==> config.mk <==
export PLATFORM = sky130hd
export DESIGN_NAME = udp_box_writer
export DESIGN_NICKNAME = d
export VERILOG_FILES = /design/src/rtl/aimbot_pkg.sv /design/src/rtl/udp_box_encode.sv /design/src/rtl/udp_box_writer.sv
export SDC_FILE = /design/constraint.sdc
export NUM_CORES = 1
export LEC_CHECK = 0
export CAP_MARGIN = 0
export CORE_MARGIN = 8
export CORE_UTILIZATION = 25
export CTS_CLUSTER_SIZE = 40
export DETAILED_ROUTE_END_ITERATION = 10
export GPL_ROUTABILITY_DRIVEN = 0
export GPL_TIMING_DRIVEN = 0
export HOLD_SLACK_MARGIN = 0.15
export SYNTH_ARGS = -nofsm -noshare
export SYNTH_HDL_FRONTEND = slang
export SYNTH_SLANG_ARGS = --single-unit
==> constraint.sdc <==
create_clock -name clk -period 3.1 [get_ports clk]
set_input_delay 0.62 -clock clk [delete_from_list [all_inputs] [get_ports clk]]
set_output_delay 0.62 -clock clk [all_outputs]
set_load 0.005 [all_outputs]
==> src/rtl/aimbot_pkg.sv <==
// Shared constants and types for the UDP box-command path.
// The optional BOX_WRITER_SEQ_EN build uses SEQ_HDR_BYTES for its frame header.
package aimbot_pkg;

  localparam int unsigned BOX_BYTES     = 6;
  localparam int unsigned REC_W         = BOX_BYTES * 8;
  localparam int unsigned SEQ_HDR_BYTES = 2;

  // Bit positions inside one 48-bit big-endian box record
  localparam int unsigned SX_MSB  = 47;
  localparam int unsigned SX_LSB  = 37;
  localparam int unsigned SY_MSB  = 36;
  localparam int unsigned SY_LSB  = 27;
  localparam int unsigned EX_MSB  = 26;
  localparam int unsigned EX_LSB  = 16;
  localparam int unsigned EY_MSB  = 15;
  localparam int unsigned EY_LSB  = 6;
  localparam int unsigned COL_MSB = 5;
  localparam int unsigned COL_LSB = 0;

  typedef enum logic [2:0] {
    StIdle,
    StLatch,
    StReq,
    StSend,
    StDone
  } box_wr_state_e;

endpackage

==> src/rtl/udp_box_encode.sv <==
// Combinational packer: one box's coordinates and colour into a 48-bit record.
module udp_box_encode
  import aimbot_pkg::*;
#(
  parameter int unsigned XW    = 11,
  parameter int unsigned YW    = 10,
  parameter int unsigned C_DEP = 2
) (
  input  logic [XW-1:0]    start_x,
  input  logic [YW-1:0]    start_y,
  input  logic [XW-1:0]    end_x,
  input  logic [YW-1:0]    end_y,
  input  logic [23:0]      color,
  output logic [REC_W-1:0] record
);

  // Only the top C_DEP bits of each channel travel; the rest are dropped.
  logic unused_color_bits;
  assign unused_color_bits = ^color;

  always_comb begin
    record                  = '0;
    record[SX_MSB:SX_LSB]   = start_x;
    record[SY_MSB:SY_LSB]   = start_y;
    record[EX_MSB:EX_LSB]   = end_x;
    record[EY_MSB:EY_LSB]   = end_y;
    record[COL_MSB:COL_LSB] = {color[23 -: C_DEP], color[15 -: C_DEP], color[7 -: C_DEP]};
  end

endmodule

==> src/rtl/udp_box_writer.sv <==
// Snapshots the draw-box set and serves it byte-by-byte to the UDP packet engine.
// Define BOX_WRITER_SEQ_EN to prepend a 16-bit big-endian frame sequence number.
module udp_box_writer
  import aimbot_pkg::*;
#(
  parameter int unsigned BOX_NUM  = 1,
  parameter int unsigned H_ACT    = 1280,
  parameter int unsigned V_ACT    = 720,
  parameter int unsigned C_DEP    = 2,
  parameter int unsigned REQ_TICK = 1_000_000
) (
  input  logic                        clk,
  input  logic                        rstn,
  input  logic                        send,
  input  logic [BOX_NUM*$clog2(H_ACT)-1:0] start_xs,
  input  logic [BOX_NUM*$clog2(V_ACT)-1:0] start_ys,
  input  logic [BOX_NUM*$clog2(H_ACT)-1:0] end_xs,
  input  logic [BOX_NUM*$clog2(V_ACT)-1:0] end_ys,
  input  logic [BOX_NUM*24-1:0]       colors,
  output logic                        trig,
  input  logic                        read_en,
  output logic [7:0]                  tx_data,
  output logic [15:0]                 data_len,
  output logic                        busy,
  output logic                        done,
  output logic                        err
);

  localparam int unsigned XW = $clog2(H_ACT);
  localparam int unsigned YW = $clog2(V_ACT);
  localparam int unsigned TW = $clog2(REQ_TICK + 1);
`ifdef BOX_WRITER_SEQ_EN
  localparam int unsigned LEN = BOX_NUM * BOX_BYTES + SEQ_HDR_BYTES;
`else
  localparam int unsigned LEN = BOX_NUM * BOX_BYTES;
`endif
  localparam int unsigned PW = LEN * 8;

  if (2 * XW + 2 * YW + 3 * C_DEP != REC_W) begin : g_bad_layout
    $error("udp_box_writer: 2*XW + 2*YW + 3*C_DEP must equal 48");
  end

  box_wr_state_e state_q, state_d;
  logic [15:0]   idx_q, idx_d;
  logic [TW-1:0] cnt_q, cnt_d;
  logic [7:0]    tx_data_q, tx_data_d;
  logic          done_q, done_d;
  logic          err_q, err_d;
  logic          snap_load;

  logic [BOX_NUM*XW-1:0] snap_sx, snap_ex;
  logic [BOX_NUM*YW-1:0] snap_sy, snap_ey;
  logic [BOX_NUM*24-1:0] snap_col;
  logic [BOX_NUM*REC_W-1:0] recs;
  logic [PW-1:0]            payload;
  logic [7:0]               byte_sel;

`ifdef BOX_WRITER_SEQ_EN
  logic [15:0] seq_q, seq_d;
`endif

  always_ff @(posedge clk or negedge rstn) begin
    if (!rstn) begin
      snap_sx  <= '0;
      snap_sy  <= '0;
      snap_ex  <= '0;
      snap_ey  <= '0;
      snap_col <= '0;
    end else if (snap_load) begin
      snap_sx  <= start_xs;
      snap_sy  <= start_ys;
      snap_ex  <= end_xs;
      snap_ey  <= end_ys;
      snap_col <= colors;
    end
  end

  // Box 0 lands in the most significant record so it is served first.
  for (genvar g = 0; g < BOX_NUM; g++) begin : g_enc
    udp_box_encode #(
      .XW    (XW),
      .YW    (YW),
      .C_DEP (C_DEP)
    ) u_enc (
      .start_x (snap_sx[g*XW +: XW]),
      .start_y (snap_sy[g*YW +: YW]),
      .end_x   (snap_ex[g*XW +: XW]),
      .end_y   (snap_ey[g*YW +: YW]),
      .color   (snap_col[g*24 +: 24]),
      .record  (recs[(BOX_NUM-1-g)*REC_W +: REC_W])
    );
  end

`ifdef BOX_WRITER_SEQ_EN
  assign payload = {seq_q, recs};
`else
  assign payload = recs;
`endif

  always_comb begin
    byte_sel = '0;
    for (int i = 0; i < LEN; i++) begin
      if (idx_q == 16'(i)) byte_sel = payload[(LEN-1-i)*8 +: 8];
    end
  end

  always_ff @(posedge clk or negedge rstn) begin
    if (!rstn) begin
      state_q   <= StIdle;
      idx_q     <= '0;
      cnt_q     <= '0;
      tx_data_q <= '0;
      done_q    <= 1'b0;
      err_q     <= 1'b0;
`ifdef BOX_WRITER_SEQ_EN
      seq_q     <= '0;
`endif
    end else begin
      state_q   <= state_d;
      idx_q     <= idx_d;
      cnt_q     <= cnt_d;
      tx_data_q <= tx_data_d;
      done_q    <= done_d;
      err_q     <= err_d;
`ifdef BOX_WRITER_SEQ_EN
      seq_q     <= seq_d;
`endif
    end
  end

  always_comb begin
    state_d   = state_q;
    idx_d     = idx_q;
    cnt_d     = cnt_q;
    tx_data_d = tx_data_q;
    done_d    = 1'b0;
    err_d     = 1'b0;
    snap_load = 1'b0;
`ifdef BOX_WRITER_SEQ_EN
    seq_d     = seq_q;
`endif
    // A strobe outside REQ/SEND is an overrun; it never alters the state flow.
    if (read_en && state_q != StReq && state_q != StSend) begin
      tx_data_d = '0;
      err_d     = 1'b1;
    end
    unique case (state_q)
      StIdle: begin
        if (send) state_d = StLatch;
      end
      StLatch: begin
        snap_load = 1'b1;
        idx_d     = '0;
        cnt_d     = '0;
        state_d   = StReq;
      end
      StReq: begin
        if (read_en) begin
          tx_data_d = byte_sel;
          idx_d     = idx_q + 16'd1;
          state_d   = (idx_q == 16'(LEN - 1)) ? StDone : StSend;
        end else if (cnt_q == TW'(REQ_TICK - 1)) begin
          err_d   = 1'b1;
          state_d = StIdle;
        end else begin
          cnt_d = cnt_q + TW'(1);
        end
      end
      StSend: begin
        if (read_en) begin
          tx_data_d = byte_sel;
          idx_d     = idx_q + 16'd1;
          if (idx_q == 16'(LEN - 1)) state_d = StDone;
        end
      end
      StDone: begin
        done_d  = 1'b1;
        state_d = StIdle;
`ifdef BOX_WRITER_SEQ_EN
        seq_d   = seq_q + 16'd1;
`endif
      end
      default: state_d = StIdle;
    endcase
  end

  assign trig     = (state_q == StReq);
  assign busy     = (state_q != StIdle);
  assign tx_data  = tx_data_q;
  assign done     = done_q;
  assign err      = err_q;
  assign data_len = 16'(LEN);

endmodule

==> images/io_fan.png <==
Bar = 50 microns.
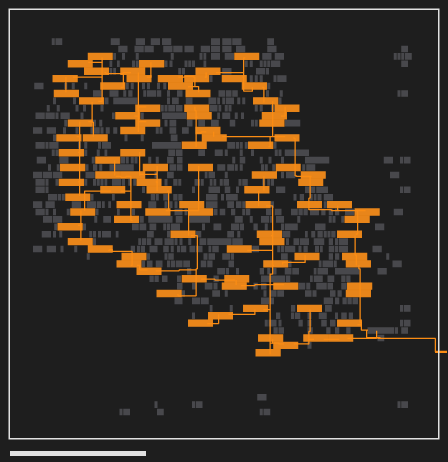
Orange is `rstn`, bits 1, direction input, edge right, end cells 97, wire 780 microns.
top-level port count: 98
port bufs: 63

==> images/layer_met1.png <==
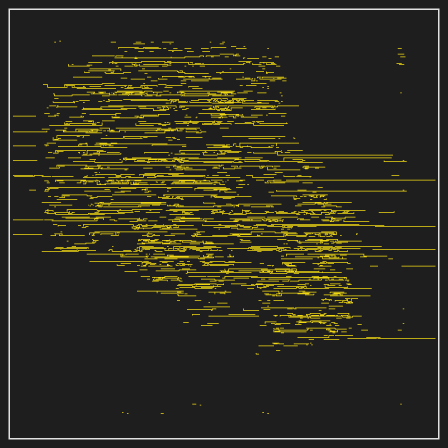
The layer carries 6,580 microns of wire. The longest straight run is 54.7 microns. The wires run mostly horizontal. 658 nets have wire on it. The layer holds 49% of the routed length.

==> images/clk_routes.png <==
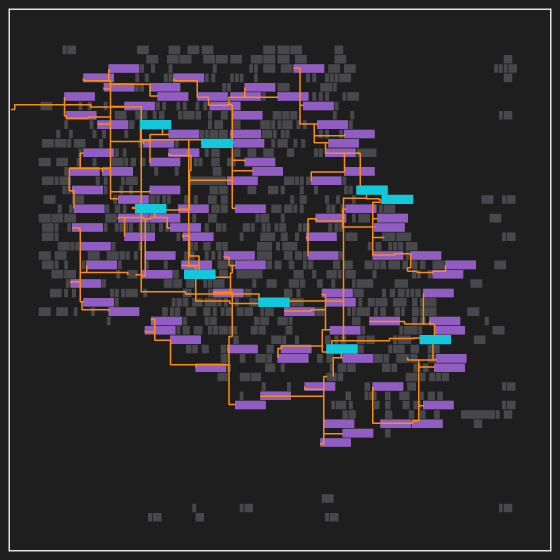
Cyan is clock drivers, count 9. Orange is clock wires, length 1,280 microns. Purple is flip-flops, count 97.
There are 10 routed clock nets.
Clock power frac: 38.2%
clk ins delay skew pair: 0.36 ns
Max Clock Skew: 0.007859 ns

==> flow_summary_export.csv <==
group,metric,value,unit
synthesis,netlist_area,0.004979,sq mm
status,outcome,"completed",
clock_network,post_cts.resized_instances,0,
power_and_ir_drop,power_switching_share,29.43,%
synthesis,yosys.area_share.xor_xnor,1.407,%
final_timing,final.hold.worst_slack,0.2053,ns
cells_and_area,num-nets-final,737,
route,routed_length_per_placed_instance,14.43,microns
critical_path,critical_path_required,3.37,ns
power_and_ir_drop,power.combinational.total,0.537,mW
critical_path,timing.critical_path.from_type,"primary input",
cells_and_area,finalInstanceArea,0.006355,sq mm
route,ant_nets,0,
final_timing,fin_crit,2.759,ns
clock_network,number_of_buffers_on_the_longest_clock_path,2,
cells_and_area,final-comb-area,0.002292,sq mm
power_and_ir_drop,pwr_density_cell,493.0,mW/mm^2
critical_path,worst_setup_path_end,"tx_data[4]",
clock_network,cts_tree,"done",
synthesis,ys_cells,572,
critical_path,timing.rr.start,"idx_q[0]",
placement,detailed_place.area,0.006018,sq mm
critical_path,cp.arrival,3.03,ns
final_timing,timing.final.hold_violations,0,
synthesis,synth-async-reset-ratio,100.0,%
cells_and_area,biggestRegsByFlops,"cnt_q x20, idx_q x16",
global_route,gr_busiest_metal,"met2",
synthesis,yosys.area.top_type_share,48.76,%
route,drt_pre_antenna_iters,5,
synthesis,synthesis.instances,572,
critical_path,ff2ff_setup_slack,0.71,ns
route,via_per_inst,4.528,
cells_and_area,dominant_cells,"registers",
floorplan,floorplan.die.height,157.1,microns
synthesis,synthAoiAreaFrac,12.89,%
cells_and_area,areaGrowthSynthToFinish,27.65,%
cells_and_area,final_cells,932,
route,detail_route.iter0.violations,304,
route,detailroute.wirelength.met3,857,microns
cells_and_area,numSequentialCells,97,
power_and_ir_drop,power.sequential.fraction,44.6,%
power_and_ir_drop,sequential_group_power,1.40,mW
power_and_ir_drop,vdd_drop_max,278.7,uV
clock_network,cts.sinks,97,
synthesis,biggest_area_consumer_among_synthesized_cells,"sky130_fd_sc_hd__dfrtp_1",
critical_path,cell_chain_critical_path,"clkdlybuf4s50_1, clkbuf_1, nand3b_1, nor4_4, clkbuf_1, o211ai_1, o211ai_1",
final_timing,finalSetupViolCount,0,
Power is estimated from default activity; no workload was simulated.
